<file path="src/rtl/irq_pkg.sv">
// rtl/irq_pkg.sv - shared register offsets, FSM state type and defaults for irq_ctrl
package irq_pkg;

    localparam int ID_W_DEF = 3;

    localparam logic [1:0] REG_ENABLE  = 2'd0;
    localparam logic [1:0] REG_MODE    = 2'd1;
    localparam logic [1:0] REG_PENDING = 2'd2;
    localparam logic [1:0] REG_STATUS  = 2'd3;

    typedef enum logic [1:0] {
        ST_IDLE    = 2'd0,
        ST_ASSERT  = 2'd1,
        ST_SERVICE = 2'd2
    } irq_state_t;

endpackage

</file>
<file path="src/rtl/irq_prio_enc.sv">
// rtl/irq_prio_enc.sv - combinational lowest-index-wins priority encoder
module irq_prio_enc #(
    parameter int NSRC = 6,
    parameter int ID_W = 3
) (
    input  logic [NSRC-1:0] req,
    output logic            valid,
    output logic [ID_W-1:0] id
);

    // Scan from the top down so the lowest set index is the last assignment.
    always_comb begin
        valid = 1'b0;
        id    = '0;
        for (int i = NSRC - 1; i >= 0; i--) begin
            if (req[i]) begin
                valid = 1'b1;
                id    = ID_W'(i);
            end
        end
    end

endmodule

</file>
<file path="src/rtl/irq_ctrl.sv">
// rtl/irq_ctrl.sv - programmable interrupt controller with req/ack/EOI handshake to the CPU
module irq_ctrl
    import irq_pkg::*;
#(
    parameter int NSRC = 6,
    parameter int ID_W = ID_W_DEF
) (
    input  logic            clk,
    input  logic            reset,
    input  logic [1:0]      addr,
    input  logic            we,
    input  logic [31:0]     din,
    output logic [31:0]     dout,
    input  logic [NSRC-1:0] irq_in,
    input  logic            ack,
    output logic            irq_out,
    output logic [ID_W-1:0] cur_id
);

    logic [NSRC-1:0] enable_r;
    logic [NSRC-1:0] mode_r;
    logic [NSRC-1:0] pend_r;
    logic [NSRC-1:0] prev_r;
    irq_state_t      state;

    logic            pend_valid;
    logic [ID_W-1:0] sel_id;
    logic            claim;
    logic            eoi;
    logic [NSRC-1:0] claim_mask;
    logic [NSRC-1:0] w1c_mask;
    logic [NSRC-1:0] edge_next;
    logic [NSRC-1:0] pend_next;
    logic            unused_din;

    assign unused_din = ^din[31:NSRC];

    irq_prio_enc #(
        .NSRC (NSRC),
        .ID_W (ID_W)
    ) u_prio_enc (
        .req   (pend_r & enable_r),
        .valid (pend_valid),
        .id    (sel_id)
    );

    assign claim = (state == ST_ASSERT) && ack && pend_valid;
    assign eoi   = (state == ST_SERVICE) && we && (addr == REG_STATUS);

    // A fresh rising edge outranks any clear landing on the same bit.
    always_comb begin
        w1c_mask = (we && addr == REG_PENDING) ? din[NSRC-1:0] : '0;
        for (int i = 0; i < NSRC; i++) begin
            claim_mask[i] = claim && (sel_id == ID_W'(i));
        end
        edge_next = (irq_in & ~prev_r) | (pend_r & ~(w1c_mask | claim_mask));
        pend_next = (mode_r & edge_next) | (~mode_r & irq_in);
    end

    always_ff @(posedge clk or posedge reset) begin
        if (reset) begin
            enable_r <= '0;
            mode_r   <= '0;
            pend_r   <= '0;
            prev_r   <= '0;
        end else begin
            pend_r <= pend_next;
            prev_r <= irq_in;
            if (we && addr == REG_ENABLE) begin
                enable_r <= din[NSRC-1:0];
            end
            if (we && addr == REG_MODE) begin
                mode_r <= din[NSRC-1:0];
            end
        end
    end

    always_ff @(posedge clk or posedge reset) begin
        if (reset) begin
            state   <= ST_IDLE;
            irq_out <= 1'b0;
            cur_id  <= '0;
        end else begin
            case (state)
                ST_IDLE: begin
                    if (pend_valid) begin
                        state   <= ST_ASSERT;
                        irq_out <= 1'b1;
                    end
                end
                ST_ASSERT: begin
                    if (ack) begin
                        state   <= ST_SERVICE;
                        cur_id  <= sel_id;
                        irq_out <= 1'b0;
                    end else if (!pend_valid) begin
                        state   <= ST_IDLE;
                        irq_out <= 1'b0;
                    end
                end
                ST_SERVICE: begin
                    if (eoi) begin
                        state <= ST_IDLE;
                    end
                end
                default: begin
                    state   <= ST_IDLE;
                    irq_out <= 1'b0;
                end
            endcase
        end
    end

    always_comb begin
        dout = '0;
        case (addr)
            REG_ENABLE:  dout[NSRC-1:0] = enable_r;
            REG_MODE:    dout[NSRC-1:0] = mode_r;
            REG_PENDING: dout[NSRC-1:0] = pend_r;
            default: begin
                dout[9:8]      = state;
                dout[4]        = pend_valid;
                dout[ID_W-1:0] = sel_id;
            end
        endcase
    end

endmodule

</file>
<file path="config.mk">
export PLATFORM = sky130hd
export DESIGN_NAME = irq_ctrl
export DESIGN_NICKNAME = d
export VERILOG_FILES = /design/src/rtl/irq_pkg.sv /design/src/rtl/irq_prio_enc.sv /design/src/rtl/irq_ctrl.sv
export SDC_FILE = /design/constraint.sdc
export NUM_CORES = 1
export LEC_CHECK = 0
export CORE_MARGIN = 5
export CORE_UTILIZATION = 40
export CTS_CLUSTER_SIZE = 30
export DETAILED_ROUTE_END_ITERATION = 16
export PLACE_DENSITY = 0.79
export SETUP_SLACK_MARGIN = 0.4
export SLEW_MARGIN = 20
export SYNTH_ARGS = -nofsm -noshare
export SYNTH_HDL_FRONTEND = slang
export SYNTH_SLANG_ARGS = --single-unit
</file>
<file path="constraint.sdc">
create_clock -name clk -period 2.3 [get_ports clk]
set_clock_uncertainty 0.2 [all_clocks]
set_input_delay 0.23 -clock clk [delete_from_list [all_inputs] [get_ports clk]]
set_output_delay 0.23 -clock clk [all_outputs]
set_load 0.02 [all_outputs]
</file>
==> impl_metrics.json <==
{
  "status": "finished clean",
  "taps": 50,
  "ys_types": 39,
  "ctsHoldBuffers": 0,
  "clockBufferDepth": 2,
  "critPathArrivalTime_ns": 1.81,
  "area_growth_pct": 42.64,
  "cp-start-kind": "flop",
  "dpl_cell_area_um2": 2086,
  "drt_iter0_markers": 79,
  "buf_share": 0.2529,
  "ios": 80,
  "path_max_fanout": 2,
  "place_ws_ns": -0.08962,
  "crit_path_max_incr_delay_ns": 0.48,
  "p_int_mw": 1.361,
  "drv_slew": 0,
  "power.switching_mw": 0.7210,
  "r2r_cells": 6,
  "stdcell_area_um2": 2340,
  "comb_share": 0.3636,
  "timing.rr.start": "enable_r[1]",
  "dieWidth_um": 74.04,
  "clock_area_frac": 0.03262,
  "grt_max_degree": 31,
  "netlist_instances": 146,
  "tool_warnings": 54,
  "numPortBuffers": 29,
  "n_antenna_cell": 0,
  "worstSetupEndpoint": "dout[0]",
  "postSynthSeqShare": 0.4577,
  "cts_tree": "built",
  "top_cells_by_area": "dfrtp_1 (46%), buf_4 (11%), mux2_2 (8.2%)",
  "final.period_utilization": 0.9731,
  "die_area_um2": 5481,
  "fin_ws_ns": 0.06197,
  "synth_area_um2": 1640,
  "min_period_ns": 2.238,
  "die_y_um": 74.04,
  "holdWs_ns": 0.1183,
  "vdd_drop_max_uv": 304.2,
  "cp-end-kind": "output pin",
  "logic_gates": 111,
  "sw_frac_of_total": 0.3462,
  "first_global_vias": 1294,
  "grt_pass1_wl_mm": 6.141,
  "via_per_inst": 5.026,
  "dp.cells": 247,
  "cap_violations": 0,
  "rsz0062_at_grt": "true",
  "powerDensity_nw_per_um2": 890.0,
  "hold_viol": 0,
  "cts.root.buffer_cell": "clkbuf_8",
  "fin_nets": 260,
  "inv_count": 2,
  "final_cell_mix": "dfrtp_1 (30), buf_4 (29), conb_1 (24), nand2_1 (20), clkdlybuf4s50_1 (20)",
  "top_area_cell": "dfrtp_1",
  "dominant_cells": "logic gates",
  "cp_num_cells": 5,
  "yosysWarnings": 0,
  "ys_chip_area_um2": 1640,
  "yosysCellCount": 146,
  "post_cts_buffers": 9,
  "grt_use_total": 0.1516,
  "combPwrFrac": 0.446,
  "path_class": "flop to output pin",
  "ant_nets": 0,
  "max_freq_mhz": 446.8,
  "clkTransAtPathRegs_ns": 0.06,
  "clockPowerShare": 0.187,
  "gp_congestion": 0.8326,
  "cp_data_required_time_ns": 1.87,
  "netlist.area_leader.share": 0.4577,
  "slowest_stage": "mux4_2",
  "finalSetupViolations": 0,
  "hold_class": "input pin to asynchronous set/reset pin",
  "critical-path-top-delay-family": "multiplexers",
  "fp_util": 0.4101,
  "syn_avg_cell_area_um2": 11.24,
  "cts_buffers": 5,
  "core_um2": 4000,
  "antenna_found_initial": 0,
  "r2r_setup_slack_ns": 0.12,
  "drive_gt1_frac": 0.4028,
  "dr.pass1.iters": 4,
  "htreeDepth": 2,
  "fin_cells": 266,
  "ys.flops": 30,
  "cts_sinks": 30,
  "setup.worst_path.start": "pend_r[1]",
  "post-route-drc-count": 0,
  "p_leak_nw": 1.098,
  "combGateArea_um2": 850.8,
  "worstReg2RegEnd": "pend_r[3]",
  "cts_resized": 41,
  "fillers": 341,
  "wire_per_inst_um": 15.04,
  "cp_cell_sequence": "a22o_2, a31oi_4, nor2_1, mux4_2, buf_6",
  "tns_ns": 0,
  "fp-row-count": 23,
  "grt.overflow.total": 0,
  "hpwl_mm": 2.859,
  "final_common_cell": "dfrtp_1",
  "power_mw": 2.082,
  "sequentialPowerShare": 0.367,
  "nNonClkBuffers": 66,
  "path_buffers": 1
}
-- kinds of logic after synthesis --
logic type | Yosys count | share of synthesized area
AND-OR/OR-AND | 30 | 0.1365
multiplexers | 18 | 0.1518
AND/OR/NAND/NOR | 39 | 0.1327
buffers and inverters | 28 | 0.1190
flip-flops | 30 | 0.4577
other | 1 | 0.002286
-- routing by layer --
layer,global-route usage,share of wire,up-vias
li1,-,-,627
met1,0.1832,0.40,647
met2,0.2431,0.50,55
met3,0.04865,0.074,8
met4,0.07646,0.021,0
met5,0,0,-
-- state kept, by name, indices dropped and copies added, names as in the netlist --
name	flops
cur_id	3
enable_r	6
irq_out	1
mode_r	6
pend_r	6
prev_r	6
state	2
-- synth_stat cells --
cell type / n
a32o_1: 3
and3_1: 2
buf_1: 1
nor3b_1: 1
mux2i_1: 2
nand3_1: 2
nor3b_2: 1
or3_1: 1
o21ai_0: 4
and4bb_2: 1
nand4_1: 1
o31ai_1: 1
nand2_1: 21
a22o_1: 5
a22oi_1: 2
and3b_1: 1
a21o_1: 1
a22o_2: 1
a32oi_1: 2
nand3b_1: 1
nand3b_4: 1
a31o_2: 1
a21o_2: 1
mux2_2: 12
a31oi_1: 1
or3_4: 1
conb_1: 1
inv_1: 2
dfrtp_1: 30
nand2b_1: 1
mux4_2: 3
a21oi_1: 6
a22oi_2: 1
clkbuf_1: 1
nor2_1: 3
buf_4: 24
mux4_1: 1
nor2b_1: 1
o22ai_1: 1
-- power groups by stage --
stage	combinational [mW]	clock [mW]	sequential (mW)
floorplan	0.406	0	0.792
global placement	0.736	0	0.755
detailed placement	0.755	0	0.763
CTS	0.824	0.401	0.760
global route	0.995	0.418	0.783
finish	0.929	0.389	0.765
Fig. 1: M1 wires
Bar = 20 µm.
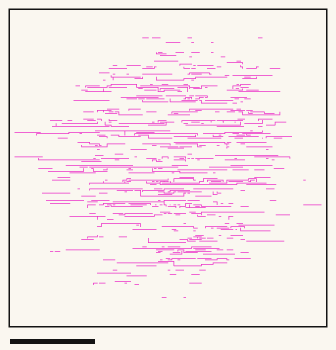
The layer carries 1610 µm of wire. The longest straight run is 20.7 µm. The layer holds 40% of the routed length. 183 nets have wire on it.
Detailed Route WL: 4.000 mm
met1 Usage GRT: 0.1832
routed via count: 1337

Fig. 2: clock wiring as the flow saved it
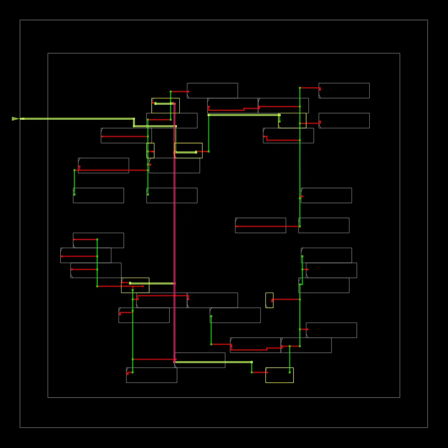
CLK BUF: 7
worst skew pair latency: 0.28 ns
FFs & Latches: 30
Power Clock: 0.389 mW

Fig. 3: register map, names as in the netlist
Bar = 20 µm. Other sequential cells in the stronger gray, the rest of the logic in the fainter gray.
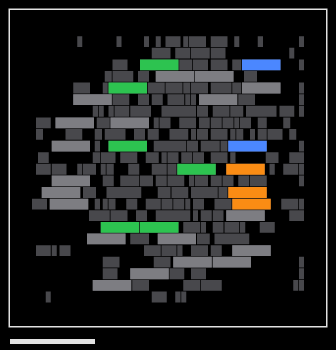
Key: state = blue [flops 2]; enable_r = green [flops 6]; cur_id = orange [flops 3]
Finished Core Util: 0.5849
flop share of the area: 0.3209
Flop area: 750.7 µm²

Power and IR drop assume default switching activity.
